Nets reached from selected ports:
Drawn at 1 px/um.
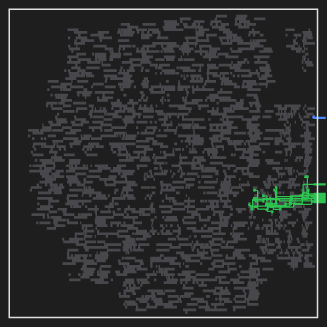
M1 wires:
Drawn at 2 px/um. Supply wires on this layer in gray. Cells faint in the background.
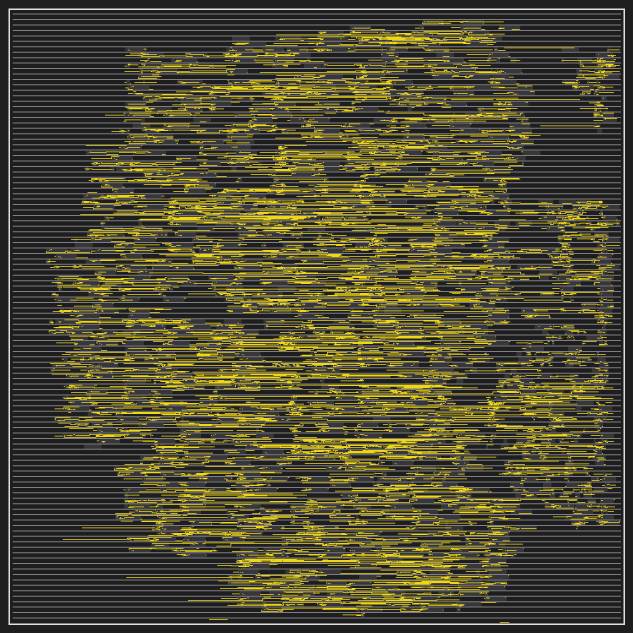
Cell density map:
Drawn at 1 px/um. 31 x 31 tiles, from dark blue (low) to red (high), 0 to 100% covered.
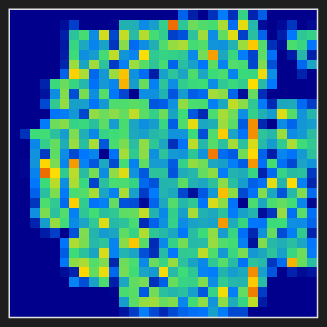
### src/rtl/rx_pkg.sv
// ---------------------------------------------------------------------------
// rx_pkg
// Shared receiver definitions: sample width, the gain-table reset value and
// the framing state encoding used by the FFT bin gain scheduler.
// ---------------------------------------------------------------------------
package rx_pkg;

    localparam int SAMPLE_W = 8;

    // Every gain-table entry comes out of reset as unity so that an
    // unconfigured table passes samples through unchanged.
    localparam logic signed [SAMPLE_W-1:0] GAIN_UNITY = 8'sd1;

    typedef enum logic {
        RUN  = 1'b0,
        DROP = 1'b1
    } state_t;

endpackage

### src/rtl/fft_bin_gain_sched_if.sv
// ---------------------------------------------------------------------------
// fft_bin_gain_sched_if
// Input and output sample streams of the FFT bin gain scheduler.
//   in_valid/in_ready            : input handshake
//   in_re/in_im/in_last          : signed complex bin and end-of-frame flag
//   out_valid/out_ready          : output handshake
//   out_re/out_im/out_bin/out_last : scaled bin, its index, end-of-frame flag
// master : sample producer / sink side (drives inputs, consumes outputs)
// slave  : the scheduler itself
// ---------------------------------------------------------------------------
interface fft_bin_gain_sched_if #(
    parameter int BIN_W = 6
);
    import rx_pkg::*;

    logic                        in_valid;
    logic                        in_ready;
    logic signed [SAMPLE_W-1:0]  in_re;
    logic signed [SAMPLE_W-1:0]  in_im;
    logic                        in_last;

    logic                        out_valid;
    logic                        out_ready;
    logic signed [SAMPLE_W-1:0]  out_re;
    logic signed [SAMPLE_W-1:0]  out_im;
    logic        [BIN_W-1:0]     out_bin;
    logic                        out_last;

    modport master (
        output in_valid, in_re, in_im, in_last, out_ready,
        input  in_ready, out_valid, out_re, out_im, out_bin, out_last
    );

    modport slave (
        input  in_valid, in_re, in_im, in_last, out_ready,
        output in_ready, out_valid, out_re, out_im, out_bin, out_last
    );

endinterface

### src/rtl/multiplier.sv
// ---------------------------------------------------------------------------
// multiplier
// Combinational real-by-complex multiplier: scales both parts of a complex
// sample by one real signed coefficient, full-precision products.
//   i_re, i_im : signed complex sample (DATA_W)
//   i_gain     : signed real coefficient (COEF_W)
//   o_re, o_im : signed products (DATA_W+COEF_W)
// ---------------------------------------------------------------------------
module multiplier #(
    parameter int DATA_W = 8,
    parameter int COEF_W = 8
) (
    input  logic signed [DATA_W-1:0]        i_re,
    input  logic signed [DATA_W-1:0]        i_im,
    input  logic signed [COEF_W-1:0]        i_gain,
    output logic signed [DATA_W+COEF_W-1:0] o_re,
    output logic signed [DATA_W+COEF_W-1:0] o_im
);

    assign o_re = i_re * i_gain;
    assign o_im = i_im * i_gain;

endmodule

### src/rtl/fft_bin_gain_sched.sv
// ---------------------------------------------------------------------------
// fft_bin_gain_sched
// Per-bin gain scheduler for the FFT output path. Counts bins within a frame,
// scales each bin by its entry in a runtime-writable gain table, registers
// the wrapped 8-bit result onto a valid/ready stream and polices framing.
//   clk, reset          : clock, synchronous active-high reset
//   bus (slave)         : input and output sample streams
//   cfg_we/addr/gain    : gain table write port
//   frame_err           : one-cycle pulse per framing error
//   err_count           : saturating framing error count
// ---------------------------------------------------------------------------
module fft_bin_gain_sched
    import rx_pkg::*;
#(
    parameter int N_BINS = 64,
    parameter int BIN_W  = 6
) (
    input  logic                       clk,
    input  logic                       reset,
    fft_bin_gain_sched_if.slave        bus,
    input  logic                       cfg_we,
    input  logic        [BIN_W-1:0]    cfg_addr,
    input  logic signed [SAMPLE_W-1:0] cfg_gain,
    output logic                       frame_err,
    output logic        [7:0]          err_count
);

    localparam int PROD_W = 2 * SAMPLE_W;
    localparam logic [BIN_W-1:0] BIN_LAST = BIN_W'(N_BINS - 1);

    // Keep the low byte of the product; overflow wraps by design.
    function automatic logic signed [SAMPLE_W-1:0] wrap_s8(input logic signed [PROD_W-1:0] p);
        return p[SAMPLE_W-1:0];
    endfunction

    function automatic logic [7:0] sat_inc8(input logic [7:0] v);
        return (v == 8'hFF) ? v : v + 8'd1;
    endfunction

    state_t                      r_state;
    state_t                      w_state_nxt;
    logic        [BIN_W-1:0]     r_bin;
    logic        [BIN_W-1:0]     w_bin_nxt;
    logic signed [SAMPLE_W-1:0]  r_gain [N_BINS];
    logic signed [SAMPLE_W-1:0]  w_gain;

    logic                        r_out_valid;
    logic signed [SAMPLE_W-1:0]  r_out_re_p1;
    logic signed [SAMPLE_W-1:0]  r_out_im_p1;
    logic        [BIN_W-1:0]     r_out_bin_p1;
    logic                        r_out_last_p1;
    logic                        r_frame_err;
    logic        [7:0]           r_err_count;

    logic                        w_in_ready;
    logic                        w_accept;
    logic                        w_emit;
    logic                        w_err;
    logic signed [PROD_W-1:0]    w_prod_re;
    logic signed [PROD_W-1:0]    w_prod_im;

    // DROP never produces output, so it may swallow inputs even while a
    // previous sample is still waiting downstream.
    assign w_in_ready = (r_state == DROP) || !r_out_valid || bus.out_ready;
    assign w_accept   = bus.in_valid && w_in_ready;

    // Asynchronous read of the current bin: a same-cycle write lands at the
    // edge, so the accepted sample sees the old gain.
    assign w_gain = r_gain[r_bin];

    multiplier #(
        .DATA_W (SAMPLE_W),
        .COEF_W (SAMPLE_W)
    ) u_mult (
        .i_re   (bus.in_re),
        .i_im   (bus.in_im),
        .i_gain (w_gain),
        .o_re   (w_prod_re),
        .o_im   (w_prod_im)
    );

    always_comb begin
        w_state_nxt = r_state;
        w_bin_nxt   = r_bin;
        w_emit      = 1'b0;
        w_err       = 1'b0;
        case (r_state)
            RUN: begin
                if (w_accept) begin
                    w_emit = 1'b1;
                    if (bus.in_last) begin
                        w_bin_nxt = '0;
                        w_err     = (r_bin != BIN_LAST);
                    end else if (r_bin == BIN_LAST) begin
                        // Frame overran without a last marker: resync on the next one.
                        w_err       = 1'b1;
                        w_state_nxt = DROP;
                        w_bin_nxt   = '0;
                    end else begin
                        w_bin_nxt = r_bin + BIN_W'(1);
                    end
                end
            end
            DROP: begin
                if (w_accept && bus.in_last) begin
                    w_state_nxt = RUN;
                    w_bin_nxt   = '0;
                end
            end
            default: begin
                w_state_nxt = RUN;
                w_bin_nxt   = '0;
            end
        endcase
    end

    always_ff @(posedge clk) begin
        if (reset) begin
            r_state <= RUN;
            r_bin   <= '0;
        end else begin
            r_state <= w_state_nxt;
            r_bin   <= w_bin_nxt;
        end
    end

    always_ff @(posedge clk) begin
        if (reset) begin
            for (int i = 0; i < N_BINS; i++) begin
                r_gain[i] <= GAIN_UNITY;
            end
        end else if (cfg_we) begin
            r_gain[cfg_addr] <= cfg_gain;
        end
    end

    // ---- stage p1: output register ----
    always_ff @(posedge clk) begin
        if (reset) begin
            r_out_valid   <= 1'b0;
            r_out_re_p1   <= '0;
            r_out_im_p1   <= '0;
            r_out_bin_p1  <= '0;
            r_out_last_p1 <= 1'b0;
            r_frame_err   <= 1'b0;
            r_err_count   <= '0;
        end else begin
            if (w_emit) begin
                r_out_valid   <= 1'b1;
                r_out_re_p1   <= wrap_s8(w_prod_re);
                r_out_im_p1   <= wrap_s8(w_prod_im);
                r_out_bin_p1  <= r_bin;
                r_out_last_p1 <= bus.in_last;
            end else if (bus.out_ready) begin
                r_out_valid <= 1'b0;
            end
            r_frame_err <= w_err;
            if (w_err) begin
                r_err_count <= sat_inc8(r_err_count);
            end
        end
    end

    assign bus.in_ready  = w_in_ready;
    assign bus.out_valid = r_out_valid;
    assign bus.out_re    = r_out_re_p1;
    assign bus.out_im    = r_out_im_p1;
    assign bus.out_bin   = r_out_bin_p1;
    assign bus.out_last  = r_out_last_p1;
    assign frame_err     = r_frame_err;
    assign err_count     = r_err_count;

endmodule
### src/flat_wrapper.sv
// flat-port wrapper written by rule: the top's interface ports become plain ports
module fft_bin_gain_sched_flat import rx_pkg::*;
#(
    parameter int N_BINS = 64,
    parameter int BIN_W  = 6
)
  (clk, reset, cfg_we, cfg_addr, cfg_gain, frame_err, err_count, bus_in_valid, bus_in_re, bus_in_im, bus_in_last, bus_out_ready, bus_in_ready, bus_out_valid, bus_out_re, bus_out_im, bus_out_bin, bus_out_last);
  fft_bin_gain_sched_if #(.BIN_W(BIN_W)) bus_i ();
  input  logic clk;
  input  logic reset;
  input  logic cfg_we;
  input  logic        [BIN_W-1:0] cfg_addr;
  input  logic signed [SAMPLE_W-1:0] cfg_gain;
  output logic frame_err;
  output logic        [7:0] err_count;
  input wire logic [$bits(bus_i.in_valid)-1:0] bus_in_valid;
  input wire logic [$bits(bus_i.in_re)-1:0] bus_in_re;
  input wire logic [$bits(bus_i.in_im)-1:0] bus_in_im;
  input wire logic [$bits(bus_i.in_last)-1:0] bus_in_last;
  input wire logic [$bits(bus_i.out_ready)-1:0] bus_out_ready;
  output wire logic [$bits(bus_i.in_ready)-1:0] bus_in_ready;
  output wire logic [$bits(bus_i.out_valid)-1:0] bus_out_valid;
  output wire logic [$bits(bus_i.out_re)-1:0] bus_out_re;
  output wire logic [$bits(bus_i.out_im)-1:0] bus_out_im;
  output wire logic [$bits(bus_i.out_bin)-1:0] bus_out_bin;
  output wire logic [$bits(bus_i.out_last)-1:0] bus_out_last;
  assign bus_i.in_valid = bus_in_valid;
  assign bus_i.in_re = bus_in_re;
  assign bus_i.in_im = bus_in_im;
  assign bus_i.in_last = bus_in_last;
  assign bus_i.out_ready = bus_out_ready;
  assign bus_in_ready = bus_i.in_ready;
  assign bus_out_valid = bus_i.out_valid;
  assign bus_out_re = bus_i.out_re;
  assign bus_out_im = bus_i.out_im;
  assign bus_out_bin = bus_i.out_bin;
  assign bus_out_last = bus_i.out_last;
  fft_bin_gain_sched #(.N_BINS(N_BINS), .BIN_W(BIN_W)) u_core (.clk(clk), .reset(reset), .bus(bus_i), .cfg_we(cfg_we), .cfg_addr(cfg_addr), .cfg_gain(cfg_gain), .frame_err(frame_err), .err_count(err_count));
endmodule
### config.mk
export PLATFORM = sky130hd
export DESIGN_NAME = fft_bin_gain_sched_flat
export DESIGN_NICKNAME = d
export VERILOG_FILES = /design/src/rtl/rx_pkg.sv /design/src/rtl/fft_bin_gain_sched_if.sv /design/src/rtl/multiplier.sv /design/src/rtl/fft_bin_gain_sched.sv /design/src/flat_wrapper.sv
export SDC_FILE = /design/constraint.sdc
export NUM_CORES = 1
export LEC_CHECK = 0
export CORE_UTILIZATION = 30
export CTS_CLUSTER_DIAMETER = 200
export DETAILED_ROUTE_END_ITERATION = 8
export DONT_BUFFER_PORTS = 1
export GPL_TIMING_DRIVEN = 1
export PLACE_DENSITY_LB_ADDON = 0.1
export SLEW_MARGIN = 20
export SYNTH_ARGS = -nofsm -noshare
export SYNTH_HDL_FRONTEND = slang
export SYNTH_SLANG_ARGS = --single-unit
### constraint.sdc
create_clock -name clk -period 17.9 [get_ports clk]
set_input_delay 1.79 -clock clk [delete_from_list [all_inputs] [get_ports clk]]
set_output_delay 1.79 -clock clk [all_outputs]
set_load 0.02 [all_outputs]
==> flow_metrics.env <==
# yosys + openroad results
export IMPL_status="finished clean"
export IMPL_drc_errors=0
export IMPL_critical_path_top_delay_family="adder cells"
export IMPL_cp_data_arrival_time_ns=8.17
export IMPL_setup_viol=0
export IMPL_place_area_um2=28800
export IMPL_numCtsBuffers=69
export IMPL_grt_pass1_vias=16800
export IMPL_n_tap_cell=1243
export IMPL_detailroute_via_count=16100
export IMPL_xor_share_pct=1.28
export IMPL_peakVddDrop_v=0.0000637
export IMPL_dieArea_um2=94100
export IMPL_ys_types=69
export IMPL_grt_usage_pct=17.8
export IMPL_cp_end_kind="register"
export IMPL_inverters=59
export IMPL_total_power_mw=3.19
export IMPL_worst_r2r_path_depth=24
export IMPL_yosysChipArea_um2=27900
export IMPL_logic_family="simple AND/OR/NAND/NOR gates"
export IMPL_die_w_um=307
export IMPL_flop_area_um2=16300
export IMPL_area_leaders="edfxtp_1 (55%), and2_1 (11%), mux4_2 (8.2%)"
export IMPL_max_stage_delay_ns=0.78
export IMPL_layout_drive_gt1_share_pct=15.1
export IMPL_intPower_mw=2.41
export IMPL_grtUsageMet3_pct=3.63
export IMPL_dpl_cell_count=3177
export IMPL_ff_type="edfxtp_1"
export IMPL_seq_area_share_pct=52.6
export IMPL_root_buffer="clkbuf_16"
export IMPL_htreeDepth=3
export IMPL_fp_row_count=111
export IMPL_pg_seq_mw=1.53
-- 'nets reached from selected ports' (at the start) --
Key: bus_out_ready = blue [bits 1, direction input, edge east, end cells 1, buffers 0, wire 3.80 um]; bus_in_re = green [bits 8, direction input, edge east, end cells 37, buffers 0, wire 633 um]

-- 'M1 wires' (at the start) --
The longest straight run is 74.7 um. 2048 nets have wire on it. The layer carries 36.7 mm of wire. The wires run mostly horizontal.

-- 'cell density map' (at the start) --
The fullest tile reaches 88%. The mean over all tiles is 31%. 2.5% of the tiles are over 75% full. 21% of the tiles are nearly empty.

